### Clock nets, run 1

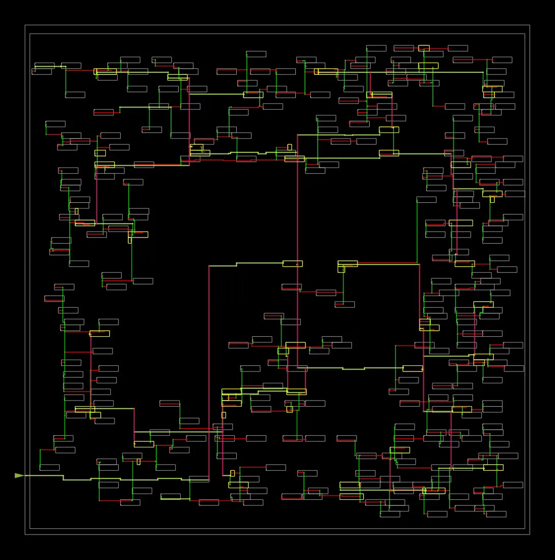
### Sizing map, run 1

Bar = 50 um.
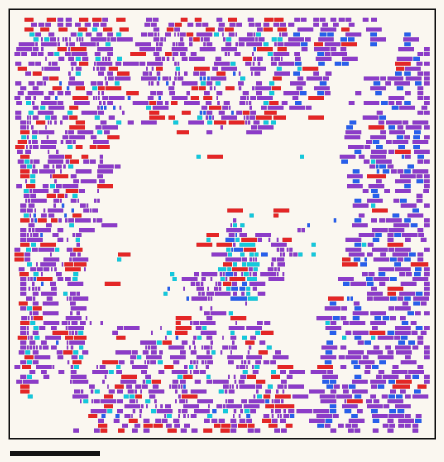
### Clock network drawn from the DEF, run 1

Bar = 50 um.
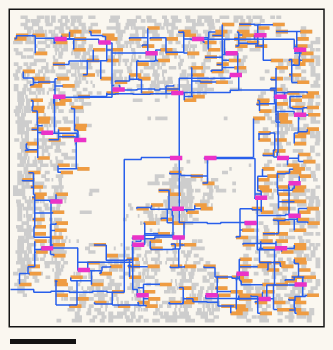
$ cat config.mk
export PLATFORM = sky130hd
export DESIGN_NAME = mem_port_arbiter
export DESIGN_NICKNAME = d
export VERILOG_FILES = /design/src/rtl/mem_arb_pkg.sv /design/src/rtl/arb_rr_select.sv /design/src/rtl/mem_port_arbiter.sv
export SDC_FILE = /design/constraint.sdc
export NUM_CORES = 1
export LEC_CHECK = 0
export CORE_AREA = 2 2 234 236
export DETAILED_ROUTE_END_ITERATION = 16
export DIE_AREA = 0 0 236 238
export GPL_TIMING_DRIVEN = 0
export PLACE_DENSITY = 0.52
export SYNTH_ARGS = -nofsm -noshare
export SYNTH_HDL_FRONTEND = slang
export SYNTH_SLANG_ARGS = --single-unit
$ cat constraint.sdc
create_clock -name clk -period 2.35 [get_ports clk]
set_clock_uncertainty 0.15 [all_clocks]
set_input_delay 0.3525 -clock clk [delete_from_list [all_inputs] [get_ports clk]]
set_output_delay 0.3525 -clock clk [all_outputs]
set_load 0.05 [all_outputs]
$ cat src/rtl/mem_arb_pkg.sv
// mem_arb_pkg
//   Shared types and constants for the unified-memory port arbiter:
//   FSM state encoding, store-type codes, requester ids and the record
//   latched when a request is accepted.
package mem_arb_pkg;

  // Storage width of the latched request. Port widths of the arbiter may be
  // narrower; the fields are zero-extended on capture and truncated on use.
  localparam int ARB_AW = 64;
  localparam int ARB_DW = 64;

  localparam logic [1:0] ST_BYTE  = 2'b00;
  localparam logic [1:0] ST_HALF  = 2'b01;
  localparam logic [1:0] ST_WORD  = 2'b10;
  localparam logic [1:0] ST_DWORD = 2'b11;

  localparam logic REQ_CORE = 1'b0;
  localparam logic REQ_DBG  = 1'b1;

  typedef enum logic [1:0] {
    S_IDLE   = 2'd0,
    S_ACCESS = 2'd1,
    S_WAIT   = 2'd2,
    S_RESP   = 2'd3
  } arb_state_t;

  typedef struct packed {
    logic              we;
    logic [ARB_AW-1:0] addr;
    logic [ARB_DW-1:0] wdata;
    logic [1:0]        store_type;
    logic              lock;
    logic              id;
  } arb_req_t;

endpackage

$ cat src/rtl/arb_rr_select.sv
// arb_rr_select
//   Combinational 2-way pick for the memory port arbiter.
//   i_req        : request vector (bit n = requester n)
//   i_lock       : per-requester lock request
//   i_ptr        : requester favoured on a tie
//   i_owner_vld  : a lock owner exists
//   i_owner      : lock owner id
//   i_burst_exh  : owner has used up its burst allowance
//   o_gnt        : one-hot grant (or zero when nobody requests)
module arb_rr_select (
  input  logic [1:0] i_req,
  input  logic [1:0] i_lock,
  input  logic       i_ptr,
  input  logic       i_owner_vld,
  input  logic       i_owner,
  input  logic       i_burst_exh,
  output logic [1:0] o_gnt
);

  logic w_hold;

  // The owner keeps the port only while it still requests with lock held
  // and has burst budget left; otherwise fall back to round-robin.
  assign w_hold = i_owner_vld && i_req[i_owner] && i_lock[i_owner] && !i_burst_exh;

  always_comb begin
    o_gnt = 2'b00;
    if (w_hold)       o_gnt[i_owner] = 1'b1;
    else if (&i_req)  o_gnt[i_ptr]   = 1'b1;
    else              o_gnt          = i_req;
  end

endmodule

$ cat src/rtl/mem_port_arbiter.sv
// mem_port_arbiter
//   Shares the single-port unified memory between the core (requester 0)
//   and the debug/program loader (requester 1). Round-robin arbitration with
//   optional bursting lock, each access sequenced IDLE -> ACCESS ->
//   (WAIT x READ_LATENCY -> RESP for reads) -> IDLE.
//   Ports:
//     clk, arstn                 clock, async active-low reset
//     i_req_n/i_we_n/i_addr_n/i_wdata_n/i_store_type_n/i_lock_n  request n
//     o_gnt_n                    request accepted (IDLE only, combinational)
//     o_rvalid_n/o_rdata_n       one-cycle read strobe, data held afterwards
//     o_mem_*                    memory command, i_mem_read_data read return
//     o_busy                     FSM not in IDLE
module mem_port_arbiter
  import mem_arb_pkg::*;
#(
  parameter int ADDR_WIDTH   = 64,
  parameter int DATA_WIDTH   = 64,
  parameter int READ_LATENCY = 1,
  parameter int MAX_BURST    = 8
) (
  input  logic                  clk,
  input  logic                  arstn,
  input  logic                  i_req_0,
  input  logic                  i_req_1,
  input  logic                  i_we_0,
  input  logic                  i_we_1,
  input  logic [ADDR_WIDTH-1:0] i_addr_0,
  input  logic [ADDR_WIDTH-1:0] i_addr_1,
  input  logic [DATA_WIDTH-1:0] i_wdata_0,
  input  logic [DATA_WIDTH-1:0] i_wdata_1,
  input  logic [1:0]            i_store_type_0,
  input  logic [1:0]            i_store_type_1,
  input  logic                  i_lock_0,
  input  logic                  i_lock_1,
  output logic                  o_gnt_0,
  output logic                  o_gnt_1,
  output logic                  o_rvalid_0,
  output logic                  o_rvalid_1,
  output logic [DATA_WIDTH-1:0] o_rdata_0,
  output logic [DATA_WIDTH-1:0] o_rdata_1,
  output logic                  o_mem_write_en,
  output logic [ADDR_WIDTH-1:0] o_mem_addr,
  output logic [DATA_WIDTH-1:0] o_mem_write_data,
  output logic [1:0]            o_mem_store_type,
  input  logic [DATA_WIDTH-1:0] i_mem_read_data,
  output logic                  o_busy
);

  localparam int BCW = $clog2(MAX_BURST + 1);

  arb_state_t            r_state, w_next;
  arb_req_t              r_req;
  logic [2:0]            r_wcnt;
  logic                  r_ptr;
  logic                  r_owner_vld;
  logic                  r_owner;
  logic [BCW-1:0]        r_bcnt;
  logic [DATA_WIDTH-1:0] r_rdata_0, r_rdata_1;

  logic [1:0] w_req, w_lock, w_sel, w_gnt;
  logic       w_idle, w_win, w_burst_exh, w_owner_keep, w_drive;

  assign w_req        = {i_req_1, i_req_0};
  assign w_lock       = {i_lock_1, i_lock_0};
  assign w_idle       = (r_state == S_IDLE);
  assign w_burst_exh  = (r_bcnt >= BCW'(MAX_BURST));
  assign w_owner_keep = w_req[r_owner] & w_lock[r_owner];

  arb_rr_select u_sel (
    .i_req       (w_req),
    .i_lock      (w_lock),
    .i_ptr       (r_ptr),
    .i_owner_vld (r_owner_vld),
    .i_owner     (r_owner),
    .i_burst_exh (w_burst_exh),
    .o_gnt       (w_sel)
  );

  assign w_gnt = w_idle ? w_sel : 2'b00;
  assign w_win = w_gnt[1];

  // state register
  always_ff @(posedge clk or negedge arstn) begin
    if (!arstn) r_state <= S_IDLE;
    else        r_state <= w_next;
  end

  always_comb begin
    w_next = r_state;
    unique case (r_state)
      S_IDLE:   if (|w_gnt) w_next = S_ACCESS;
      S_ACCESS: w_next = r_req.we ? S_IDLE : S_WAIT;
      S_WAIT:   if (r_wcnt == 3'd0) w_next = S_RESP;
      S_RESP:   w_next = S_IDLE;
      default:  w_next = S_IDLE;
    endcase
  end

  always_ff @(posedge clk or negedge arstn) begin
    if (!arstn) begin
      r_req       <= '0;
      r_wcnt      <= '0;
      r_ptr       <= 1'b0;
      r_owner_vld <= 1'b0;
      r_owner     <= 1'b0;
      r_bcnt      <= '0;
      r_rdata_0   <= '0;
      r_rdata_1   <= '0;
    end else begin
      case (r_state)
        S_IDLE: begin
          if (|w_gnt) begin
            r_req.we         <= w_win ? i_we_1 : i_we_0;
            r_req.addr       <= ARB_AW'(w_win ? i_addr_1 : i_addr_0);
            r_req.wdata      <= ARB_DW'(w_win ? i_wdata_1 : i_wdata_0);
            r_req.store_type <= w_win ? i_store_type_1 : i_store_type_0;
            r_req.lock       <= w_lock[w_win];
            r_req.id         <= w_win;
            r_ptr            <= ~w_win;
          end else if (r_owner_vld && !w_owner_keep) begin
            // owner let go while nobody else was granted
            r_owner_vld <= 1'b0;
            r_bcnt      <= '0;
          end
        end
        S_ACCESS: begin
          r_wcnt <= 3'(READ_LATENCY - 1);
          // Ownership follows the latched lock. A grant continues the burst
          // only if it went to the same owner without exhausting the budget;
          // an exhausted owner that wins round-robin starts a fresh burst.
          if (r_req.lock) begin
            r_owner_vld <= 1'b1;
            r_owner     <= r_req.id;
            r_bcnt      <= (r_owner_vld && (r_owner == r_req.id) && !w_burst_exh)
                           ? r_bcnt + 1'b1 : BCW'(1);
          end else begin
            r_owner_vld <= 1'b0;
            r_bcnt      <= '0;
          end
        end
        S_WAIT: begin
          r_wcnt <= r_wcnt - 1'b1;
          if (r_wcnt == 3'd0) begin
            if (r_req.id == REQ_DBG) r_rdata_1 <= i_mem_read_data;
            else                     r_rdata_0 <= i_mem_read_data;
          end
        end
        default: ;
      endcase
    end
  end

  // The command is presented in ACCESS and kept stable through WAIT.
  assign w_drive          = (r_state == S_ACCESS) || (r_state == S_WAIT);
  assign o_mem_addr       = w_drive ? r_req.addr[ADDR_WIDTH-1:0] : '0;
  assign o_mem_write_data = w_drive ? r_req.wdata[DATA_WIDTH-1:0] : '0;
  assign o_mem_store_type = w_drive ? r_req.store_type : ST_BYTE;
  assign o_mem_write_en   = (r_state == S_ACCESS) && r_req.we;

  assign o_gnt_0    = w_gnt[0];
  assign o_gnt_1    = w_gnt[1];
  assign o_rvalid_0 = (r_state == S_RESP) && (r_req.id == REQ_CORE);
  assign o_rvalid_1 = (r_state == S_RESP) && (r_req.id == REQ_DBG);
  assign o_rdata_0  = r_rdata_0;
  assign o_rdata_1  = r_rdata_1;
  assign o_busy     = !w_idle;

endmodule

==> deck_impl_summary.md, run 1 <==
Run Summary

Run status
  – Status: finished with violations
  – Failing checks: negative setup slack

STA
  – Tightest Pin Transition: 0.6489 ns
  – RSZ-0062 raised after global routing: true
  – Worst setup margin: -0.1986 ns
  – Tcrit/Tclk final: 1.085
  – Setup violators final: 131

Layout
  – Max reg flops: 133
  – Final Util: 0.4144
  – Most frequent cells in the layout: clkdlybuf4s50_1, dfrtp_1, nand2_1
  – Cell area after layout: 22170 um^2
  – Nets: 2107

Logic synthesis
  – Synth mux share: 0.1162
  – Mapped Area: 12510 um^2
  – Yosys Chip Area: 12510 um^2
  – Top logic family: AND-OR/OR-AND gates
  – Gate Count Post-Synth: 1101

Critical path
  – Reg-to-Reg End: r_req[100]
  – CP Launch Type: register
  – Worst Path Required: 1.85 ns
  – Critical Path Stages: 6
  – Slowest stage delay, CP: 0.40 ns
  – Worst path bufs/invs: 4

Placed design
  – Worst slack, placed: -2.065 ns
  – Dpl cells: 2394
  – DP Area: 19440 um^2

Route
  – DR WL/cell: 21.61 um
  – 1st-pass router iterations: 5
  – Post-route DRC: 0
  – WL met3: 4702 um

GRT
  – Vias in the first global route: 12.43k
  – GRT met1 Usage: 0.2122
  – GRT overflow: 0

Die
  – Horiz. Die Dim: 236 um
  – Core ar.: 53500 um^2

Pwr
  – Sequential power share: 0.208
  – Pint: 21.52 mW
  – Seq. pwr: 8.34 mW

Clock tree
  – Root Buffer: clkbuf_16
  – Post_cts resized: 1168

Job
  – Tool Warnings: 37
-- 'Clock nets' (at the start) --
TritonCTS Sinks: 273
total CTS buffers: 35
Clk. pwr: 5.41 mW

-- 'Sizing map' (at the start) --
red -> _6 and larger  # cells 206
cyan -> _3 and _4 cells  # cells 154
blue -> _2 cells  # cells 184
purple -> _0 and _1 cells  # cells 1246
worst setup margin: -0.1986 ns
Signal buffers: 730
synth-to-layout area growth: 77.27%

-- 'Clock network drawn from the DEF' (at the start) --
magenta -> clock drivers  # count 35
orange -> flip-flops  # count 273
blue -> clock wires  # length 4460 um
routed clock nets = 36
Clk pwr share: 0.135
Worst-Skew Late Latency: 0.54 ns

run 1: final cells by class:
cell class	count	area, um^2
flip-flops and latches	273	6833
repair buffers	633	6964
well taps	696	870.8
clock inverters	12	133.9
diodes	10	25.02
fillers	5126	31330
inverters	12	45.04
multi-input cells	715	5490
plain buffers	97	790.8
clock buffers	48	1016
run 1: how the worst max path moves through the flow:
stage	from	to	slack (ns)
floorplan	r_state[0]	o_mem_write_data[14]	0.08
global placement	arstn	r_req[108]	-11.87
detailed placement	r_state[0]	o_mem_write_data[33]	-2.07
CTS	register	o_mem_addr[10]	-0.28
global route	r_state[0]	o_mem_write_data[47]	-0.28
finish	r_state[0]	o_mem_write_data[44]	-0.20
run 1: synthesized netlist by cell type:
library cell	number	area [um^2]
a21boi_0	1	7.510
a21o_1	2	15.01
a21oi_1	134	670.6
a221o_1	132	1321
a22oi_1	1	7.510
a31oi_1	1	6.260
a41o_1	1	10.01
and2_1	132	825.8
buf_2	24	120.1
buf_4	1	7.510
buf_6	5	56.30
clkbuf_1	71	266.5
dfrtp_1	273	6832
ha_1	8	100.1
inv_1	12	45.04
mux2_2	129	1453
nand2_1	139	521.8
nand2b_1	3	18.77
nand3_1	3	15.01
nand3b_1	2	15.01
nand4_1	1	6.260
nor2_1	1	3.750
nor2b_1	2	12.51
nor3_1	1	5.000
nor3_2	1	10.01
nor3b_1	1	7.510
nor4b_1	1	8.760
o211ai_1	2	15.01
o21ai_0	6	30.03
o21ai_1	1	5.000
o21ai_2	1	8.760
o21bai_1	1	7.510
o22a_1	1	8.760
o22ai_4	1	20.02
o31ai_1	2	15.01
or2_1	1	6.260
or3_1	2	12.51
xor2_1	1	8.760
### Sequential cells colored by netlist name, run 1

Bar = 50 um.
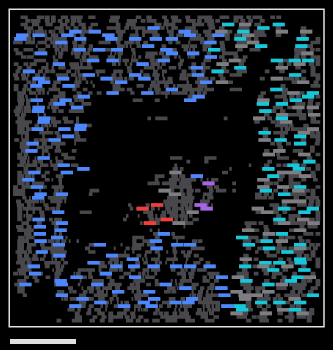

==> run 2, diff against run 1 <==
==> constraint.sdc (replaced) <==
create_clock -name clk -period 2.35 [get_ports clk]
set_clock_uncertainty 0.15 [all_clocks]
set_input_delay 0.235 -clock clk [delete_from_list [all_inputs] [get_ports clk]]
set_output_delay 0.235 -clock clk [all_outputs]
set_load 0.05 [all_outputs]
### Sequential cells colored by netlist name, run 2

Bar = 50 um.
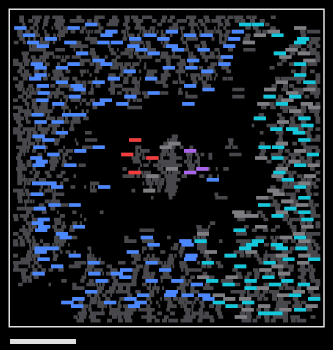
cyan -> o_rdata_0  # flops 64, where a vertical strip on the right
red -> r_bcnt  # flops 4, where middle
blue -> r_req  # flops 133
purple -> r_wcnt  # flops 3
not colored = 69
register area: 6832 um^2
register fraction of the total cell area: 0.3167

### Clock network drawn from the DEF, run 2

Bar = 50 um.
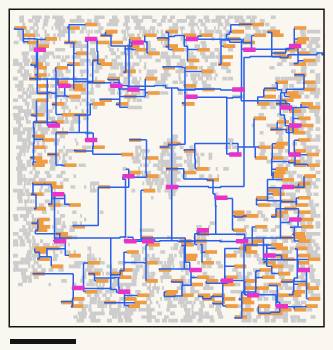
orange -> flip-flops  # count 273
magenta -> clock drivers  # count 36
blue -> clock wires  # length 4740 um
routed clock nets = 37
Clk pwr share: 0.149
Clk. pwr: 5.74 mW

==> deck_impl_summary.md, run 2 <==
Run Summary

Critical path
  – Slowest stage delay, CP: 0.36 ns (was 0.40 ns)
  – Worst path bufs/invs: 4 (unchanged)
  – CP Launch Type: register (unchanged)
  – Reg-to-Reg End: r_req[79] (was r_req[100])

Layout
  – Max reg flops: 133 (unchanged)
  – Synth-to-layout area growth: 72.47% (was 77.27%)
  – Fill count: 5194 (was 5126)
  – Nets: 2099 (was 2107)

Route
  – 1st-pass router iterations: 5 (unchanged)
  – DR WL/cell: 22.15 um (was 21.61 um)

Pwr
  – Sequential power share: 0.215 (was 0.208)
  – Seq. pwr: 8.27 mW (was 8.34 mW)

Job
  – Tool Warnings: 37 (unchanged)

Logic synthesis
  – Gate Count Post-Synth: 1101 (unchanged)
  – Yosys Chip Area: 12510 um^2 (unchanged)
  – Number of enable flip-flop cells: 0 (unchanged)
  – Ys async rst share: 1.000 (unchanged)

Clock tree
  – Total CTS buffers: 36 (was 35)

Die
  – Horiz. Die Dim: 236 um (unchanged)
  – Core ar.: 53500 um^2 (unchanged)

Run status
  – Status: finished with violations (unchanged)
  – Failing checks: negative setup slack (unchanged)

STA
  – Worst setup margin: -0.002214 ns (was -0.1986 ns)
  – RSZ-0062 raised after global routing: true (unchanged)
  – Setup violators final: 2 (was 131)

GRT
  – Vias in the first global route: 12.32k (was 12.43k)
[run 2: netlist changes by cell type in the layout (fill, tap and decap cells not counted), sizes merged]
cell,previous run,this run
clkinv,6,7
clkdlybuf4s15,1,3
bufinv,2,4
clkdlybuf4s50,457,458
diode,10,3
dlymetal6s2s,1,0
inv,14,15
clkbuf,115,105
buf,203,199
[run 2: worst max-delay path by stage]
stage / start / slack (ns) / endpoint / depth (start not counted)
2_1_floorplan: r_state[0] / 0.08 / o_mem_write_data[14] / 6
3_3_place_gp: arstn / -11.91 / r_req[88] / 1
3_5_place_dp: r_state[0] / -1.72 / o_mem_write_data[15] / 7
4_1_cts: r_state[0] / -0.18 / o_mem_addr[57] / 6
5_1_grt: r_state[0] / -0.10 / o_mem_addr[24] / 6
6_report: register / -0.002 / o_mem_addr[24] / 6
[run 2: final cells by class]
type                    count  area (um^2)  share of cell area
diodes                      3        7.507           0.0003481
plain buffers              96        668.1             0.03098
clock buffers              45         1016             0.04710
clock inverters            16        207.7            0.009630
inverters                  12        45.04            0.002088
multi-input cells         715         5311              0.2463
flip-flops and latches    273         6832              0.3167
well taps                 696        870.8             0.04038
repair buffers            625         6610              0.3065
[run 2: stage by stage]
step | instances | instance area (um^2)
2_1_floorplan | 1101 | 12510
3_3_place_gp | 2392 | 19330
3_5_place_dp | 2394 | 19390
4_1_cts | 2474 | 21240
5_1_grt | 2480 | 21570
6_report | 2481 | 21570
[run 2: metal layers]
layer,share of wire,track usage,routed length (um)
met1,0.40,0.2275,21950
met2,0.49,0.3209,26960
met3,0.081,0.06212,4443
met4,0.028,0.05732,1566
met5,0.00049,0,27
[run 2: what timing repair did]
action	in CTS	in global routing
hold endpoints to repair	81	0
endpoints found under the setup margin	400	328
gates resized	1026	115
pin swaps	24	2
buffers inserted	17	5
gates cloned	3	2
hold buffers	1	0
Power figures rest on the tool's default switching activity, not on a simulated workload.
